ff_map.png
The bar under the picture is 50 µm long. Other sequential cells in the stronger grey, the rest of the logic in the fainter grey.
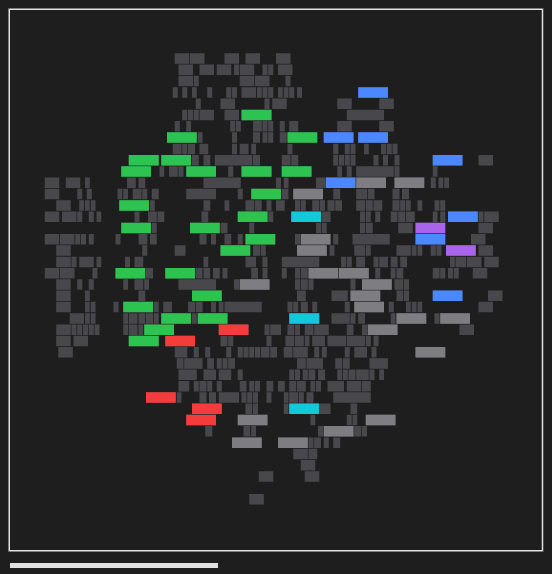
clock_wires.png
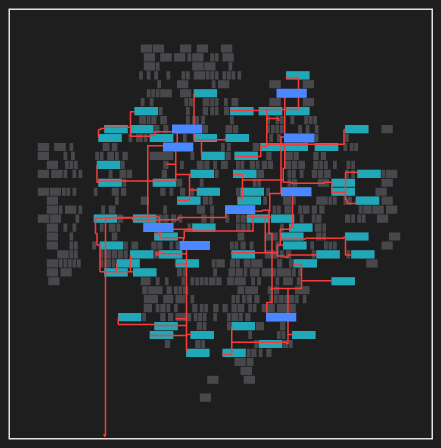
## config.mk

```make
export PLATFORM = sky130hd
export DESIGN_NAME = ad9361_spi_arbiter
export DESIGN_NICKNAME = d
export VERILOG_FILES = /design/src/rtl/ad9361_spi_arbiter.sv
export SDC_FILE = /design/constraint.sdc
export NUM_CORES = 1
export LEC_CHECK = 0
export ABC_AREA = 1
export CAP_MARGIN = 40
export CORE_AREA = 8 8 120 122
export DETAILED_ROUTE_END_ITERATION = 16
export DIE_AREA = 0 0 128 130
export HOLD_SLACK_MARGIN = 0.06
export PLACE_DENSITY = 0.54
export SLEW_MARGIN = 20
export SYNTH_ARGS = -nofsm -noshare
export SYNTH_HDL_FRONTEND = slang
export SYNTH_SLANG_ARGS = --single-unit
```

## constraint.sdc

```tcl
create_clock -name clk -period 2.6 [get_ports clk]
set_input_delay 0.52 -clock clk [delete_from_list [all_inputs] [get_ports clk]]
set_output_delay 0.52 -clock clk [all_outputs]
set_load 0.005 [all_outputs]
```

## src/rtl/ad9361_spi_arbiter.sv

```systemverilog
// ad9361_spi_arbiter
// Round-robin arbiter that shares the AD9361 4-wire SPI port between NUM_REQ
// on-chip requesters. Each accepted request becomes one 24-bit single-byte
// register transaction (SPI mode 0, MSB first). Only one transaction is in
// flight at a time.
//
// Ports
//   clk        system clock, rising edge
//   rst        synchronous active-high reset
//   req_valid  per-requester request pending
//   req_ready  one-cycle accept pulse; req_data of that requester taken this cycle
//   req_data   requester i at [24*i+23:24*i] = {wr_n_rd, nb[2:0], rsvd[1:0], addr[9:0], wdata[7:0]}
//   rsp_valid  one-cycle completion pulse to the granted requester
//   rsp_data   read byte (8'h00 after a write), valid with rsp_valid
//   busy       high from accept until the chip-select gap has elapsed
//   spi_csn    chip select, active low
//   spi_clk    SPI clock, idles low
//   spi_mosi   serial data to the device
//   spi_miso   serial data from the device
//
// State table
//   state   | meaning
//   S_IDLE  | no transaction, arbitrate every cycle
//   S_ACPT  | req_ready pulse is out; latch the granted word, drop spi_csn
//   S_SETUP | spi_csn low, spi_clk low, first bit on spi_mosi
//   S_SHIFT | 24 bits, CLK_DIV cycles low then CLK_DIV cycles high each
//   S_HOLD  | spi_clk low, spi_csn still low; response on last cycle
//   S_GAP   | spi_csn high, busy; arbitrate on the last cycle
module ad9361_spi_arbiter #(
  parameter int NUM_REQ  = 2,
  parameter int CLK_DIV  = 4,
  parameter int CS_SETUP = 2,
  parameter int CS_HOLD  = 2,
  parameter int CS_GAP   = 4
) (
  input  logic                  clk,
  input  logic                  rst,
  input  logic [NUM_REQ-1:0]    req_valid,
  output logic [NUM_REQ-1:0]    req_ready,
  input  logic [NUM_REQ*24-1:0] req_data,
  output logic [NUM_REQ-1:0]    rsp_valid,
  output logic [7:0]            rsp_data,
  output logic                  busy,
  output logic                  spi_csn,
  output logic                  spi_clk,
  output logic                  spi_mosi,
  input  logic                  spi_miso
);

  localparam int IDX_W  = (NUM_REQ > 1) ? $clog2(NUM_REQ) : 1;
  localparam int MAX_A  = (CLK_DIV > CS_SETUP) ? CLK_DIV : CS_SETUP;
  localparam int MAX_B  = (CS_HOLD > CS_GAP) ? CS_HOLD : CS_GAP;
  localparam int MAX_LD = (MAX_A > MAX_B) ? MAX_A : MAX_B;
  localparam int CNT_W  = (MAX_LD > 1) ? $clog2(MAX_LD) : 1;

  localparam logic [CNT_W-1:0] DIV_LD   = CNT_W'(CLK_DIV - 1);
  localparam logic [CNT_W-1:0] SETUP_LD = CNT_W'(CS_SETUP - 1);
  localparam logic [CNT_W-1:0] HOLD_LD  = CNT_W'(CS_HOLD - 1);
  localparam logic [CNT_W-1:0] GAP_LD   = CNT_W'(CS_GAP - 1);

  // Clears nb and rsvd so every transaction is a single-byte access.
  localparam logic [23:0] WIRE_MASK = 24'h83FFFF;

  typedef enum logic [2:0] {
    S_IDLE,
    S_ACPT,
    S_SETUP,
    S_SHIFT,
    S_HOLD,
    S_GAP
  } state_t;

  state_t             state_q, state_d;
  logic [CNT_W-1:0]   cnt_q, cnt_d;
  logic [4:0]         bit_q, bit_d;
  logic               hi_q, hi_d;
  logic [23:0]        word_q, word_d;
  logic               wr_q, wr_d;
  logic [7:0]         rd_q, rd_d;
  logic [IDX_W-1:0]   gnt_q, gnt_d;
  logic [IDX_W-1:0]   rr_q, rr_d;
  logic [NUM_REQ-1:0] req_ready_q, req_ready_d;
  logic [NUM_REQ-1:0] rsp_valid_q, rsp_valid_d;
  logic [7:0]         rsp_data_q, rsp_data_d;
  logic               busy_q, busy_d;
  logic               spi_csn_q, spi_csn_d;
  logic               spi_clk_q, spi_clk_d;
  logic               spi_mosi_q, spi_mosi_d;

  logic               arb_hit;
  logic [IDX_W-1:0]   arb_idx;
  logic               try_grant;
  logic [23:0]        sel_word;

  // Lowest requesting index at or above the pointer wins; otherwise wrap and
  // take the lowest requesting index below it.
  always_comb begin
    arb_hit = 1'b0;
    arb_idx = '0;
    for (int j = 0; j < NUM_REQ; j++) begin
      if (!arb_hit && req_valid[j] && (IDX_W'(j) >= rr_q)) begin
        arb_hit = 1'b1;
        arb_idx = IDX_W'(j);
      end
    end
    for (int j = 0; j < NUM_REQ; j++) begin
      if (!arb_hit && req_valid[j]) begin
        arb_hit = 1'b1;
        arb_idx = IDX_W'(j);
      end
    end
  end

  always_comb begin
    state_d     = state_q;
    cnt_d       = cnt_q;
    bit_d       = bit_q;
    hi_d        = hi_q;
    word_d      = word_q;
    wr_d        = wr_q;
    rd_d        = rd_q;
    gnt_d       = gnt_q;
    rr_d        = rr_q;
    req_ready_d = '0;
    rsp_valid_d = '0;
    rsp_data_d  = rsp_data_q;
    busy_d      = busy_q;
    spi_csn_d   = spi_csn_q;
    spi_clk_d   = spi_clk_q;
    spi_mosi_d  = spi_mosi_q;
    try_grant   = 1'b0;
    sel_word    = '0;

    for (int j = 0; j < NUM_REQ; j++) begin
      if (gnt_q == IDX_W'(j)) sel_word = req_data[24*j +: 24];
    end

    unique case (state_q)
      S_IDLE: try_grant = 1'b1;
      S_ACPT: begin
        word_d     = sel_word & WIRE_MASK;
        wr_d       = sel_word[23];
        rd_d       = '0;
        spi_csn_d  = 1'b0;
        spi_mosi_d = sel_word[23];
        cnt_d      = SETUP_LD;
        state_d    = S_SETUP;
      end
      S_SETUP: begin
        if (cnt_q == '0) begin
          state_d = S_SHIFT;
          cnt_d   = DIV_LD;
          hi_d    = 1'b0;
          bit_d   = 5'd23;
        end else begin
          cnt_d = cnt_q - 1'b1;
        end
      end
      S_SHIFT: begin
        // First cycle of the high phase is the one spi_clk rose on.
        if (hi_q && (cnt_q == DIV_LD)) rd_d = {rd_q[6:0], spi_miso};
        if (cnt_q != '0) begin
          cnt_d = cnt_q - 1'b1;
        end else if (!hi_q) begin
          hi_d      = 1'b1;
          spi_clk_d = 1'b1;
          cnt_d     = DIV_LD;
        end else begin
          hi_d      = 1'b0;
          spi_clk_d = 1'b0;
          if (bit_q == '0) begin
            state_d = S_HOLD;
            cnt_d   = HOLD_LD;
          end else begin
            bit_d      = bit_q - 1'b1;
            cnt_d      = DIV_LD;
            word_d     = {word_q[22:0], word_q[23]};
            spi_mosi_d = word_q[22];
          end
        end
      end
      S_HOLD: begin
        if (cnt_q == '0) begin
          state_d    = S_GAP;
          cnt_d      = GAP_LD;
          spi_csn_d  = 1'b1;
          spi_mosi_d = 1'b0;
        end else begin
          cnt_d = cnt_q - 1'b1;
        end
      end
      S_GAP: begin
        if (cnt_q == '0) begin
          state_d   = S_IDLE;
          busy_d    = 1'b0;
          try_grant = 1'b1;
        end else begin
          cnt_d = cnt_q - 1'b1;
        end
      end
      default: state_d = S_IDLE;
    endcase

    // Arbitrating in the last gap cycle lets back-to-back accepts land exactly
    // CS_GAP cycles after spi_csn rises.
    if (try_grant && arb_hit) begin
      state_d = S_ACPT;
      gnt_d   = arb_idx;
      busy_d  = 1'b1;
      rr_d    = (arb_idx == IDX_W'(NUM_REQ - 1)) ? '0 : arb_idx + 1'b1;
      for (int j = 0; j < NUM_REQ; j++) begin
        req_ready_d[j] = (arb_idx == IDX_W'(j));
      end
    end

    if ((state_d == S_HOLD) && (cnt_d == '0)) begin
      for (int j = 0; j < NUM_REQ; j++) begin
        rsp_valid_d[j] = (gnt_q == IDX_W'(j));
      end
      rsp_data_d = wr_q ? 8'h00 : rd_d;
    end
  end

  always_ff @(posedge clk) begin
    if (rst) begin
      state_q     <= S_IDLE;
      cnt_q       <= '0;
      bit_q       <= '0;
      hi_q        <= 1'b0;
      word_q      <= '0;
      wr_q        <= 1'b0;
      rd_q        <= '0;
      gnt_q       <= '0;
      rr_q        <= '0;
      req_ready_q <= '0;
      rsp_valid_q <= '0;
      rsp_data_q  <= '0;
      busy_q      <= 1'b0;
      spi_csn_q   <= 1'b1;
      spi_clk_q   <= 1'b0;
      spi_mosi_q  <= 1'b0;
    end else begin
      state_q     <= state_d;
      cnt_q       <= cnt_d;
      bit_q       <= bit_d;
      hi_q        <= hi_d;
      word_q      <= word_d;
      wr_q        <= wr_d;
      rd_q        <= rd_d;
      gnt_q       <= gnt_d;
      rr_q        <= rr_d;
      req_ready_q <= req_ready_d;
      rsp_valid_q <= rsp_valid_d;
      rsp_data_q  <= rsp_data_d;
      busy_q      <= busy_d;
      spi_csn_q   <= spi_csn_d;
      spi_clk_q   <= spi_clk_d;
      spi_mosi_q  <= spi_mosi_d;
    end
  end

  assign req_ready = req_ready_q;
  assign rsp_valid = rsp_valid_q;
  assign rsp_data  = rsp_data_q;
  assign busy      = busy_q;
  assign spi_csn   = spi_csn_q;
  assign spi_clk   = spi_clk_q;
  assign spi_mosi  = spi_mosi_q;

endmodule
```

==> reports/results.ini <==
[yosys]
syn_nets = 506
netlist_instances = 447
synth_top_flop_cell = dfxtp_1
synth.distinct_cells = 32

[clocking]
root_buffer = clkbuf_16
cts_max_level = 3

[run]
cap_violations = 0

[setup_path]
startpoint = cnt_q[0]
ff2ff_path_depth = 9
cp_cell_sequence = inv_1 > ha_1 > or2_2 > nand3_1 > nand3_1 > nor2_4 > nand2_2 > nand2_1 > o21ai_1
r2r_slack_ns = 0.51
r2r-start = cnt_q[0]
critPathLaunchType = register
crit_family = simple AND/OR/NAND/NOR gates
cp.depth = 9

[grt]
grt-busiest-layer = met2
antenna_found_initial = 0
grt.met3_usage = 0.02407
grt_pass1_vias = 2917
grt_max_degree = 33
grt_pass1_wl_um = 13300

[final_layout]
comb_area_um2 = 1500
comb_area_frac = 0.3701
clock_area_frac = 0.06327
mostFrequentLayoutCells = 151 x nand2_1, 62 x dfxtp_1, 58 x clkdlybuf4s50_1
diodes = 0
design_area_um2 = 4054
n_fill_cell = 1382
instances_no_fill = 675
inverters_excl_clock = 52
bufAreaShareNonClock = 0.1593

[sta]
skew_ns = 0.005356
worst_pin_slew_ns = 0.7423
period_used_share = 0.8029
whs_ns = 0.4585
fmax_mhz = 479.0
post-route-min-period_ns = 2.087
rsz0062_at_grt = no
setup_viol = 0
finalSetupTns_ns = 0
relSlewSlack = 0.5052

[placed_design]
gp_congestion = 0.8050
placed_cells = 661

[route]
routed_wl_um = 7841
first_pass_iters = 5

[pwr]
ir_worst_vdd_uv = 307.8
power_frac_seq = 0.383

[die]
ios = 69
coreArea_um2 = 12410

[run_status]
status = finished, final reports clean

Notes on ff_map.png above:
colour	signal	flops
cyan	state_q	3
blue	rsp_data	8
purple	rsp_valid	2
green	word_q	24
red	bit_q	5
not coloured	20

Notes on clock_wires.png above:
[blue] clock-net drivers | count: 9
[red] clock wires | length: 930 µm
[cyan] flip-flops | count: 62
routed clock nets	10

[synth_stat cells, types with 3 or more instances]
library cell	instances	area, µm²
clkbuf_1	16	60.06
nor3_1	3	15.01
inv_1	45	168.9
dfxtp_1	62	1241
nor2_1	24	90.09
nor2_2	3	18.77
a31oi_1	20	125.1
o22ai_1	7	43.79
a21oi_2	3	26.28
a21oi_1	20	100.1
nand2_2	3	18.77
o21ai_0	22	110.1
inv_2	5	18.77
o21ai_1	4	20.02
buf_2	5	25.02
ha_1	6	75.07
nand2_1	151	566.8
nand3_1	26	130.1
nand3_2	3	30.03
[cell families (layout without fill, tap and decap cells)]
logic type | after synthesis | after routing | share of synthesized area
AND-OR/OR-AND | 79 | 79 | 0.1476
flip-flops | 62 | 62 | 0.4077
AND/OR/NAND/NOR | 222 | 222 | 0.3115
XOR/XNOR | 2 | 2 | 0.005755
adder cells (fa/ha/maj) | 6 | 6 | 0.02466
buffers and inverters | 75 | 131 | 0.09947
multiplexers | 1 | 1 | 0.003288
[layer usage]
metal,part of all wire,vias up
met5,0,-
met4,0.018,0
met3,0.043,10
met2,0.47,57
met1,0.47,1303
li1,-,1536
[sequential cells by signal, indices dropped and copies added (netlist names)]
name       cells
word_q        24
rd_q           8
rsp_data       8
bit_q          5
state_q        3
cnt_q          2
req_ready      2
rsp_valid      2
busy           1
gnt_q          1
hi_q           1
rr_q           1
spi_clk        1
spi_csn        1
spi_mosi       1
wr_q           1
[power groups by stage]
stage / Clock (mW) / Sequential (mW) / Combinational [mW]
5_1_grt: 1.12 / 1.21 / 1.01
6_report: 1.05 / 1.19 / 0.873
2_1_floorplan: 0 / 1.17 / 0.649
3_3_place_gp: 0 / 1.21 / 0.869
3_5_place_dp: 0 / 1.21 / 0.884
4_1_cts: 1.08 / 1.19 / 0.887
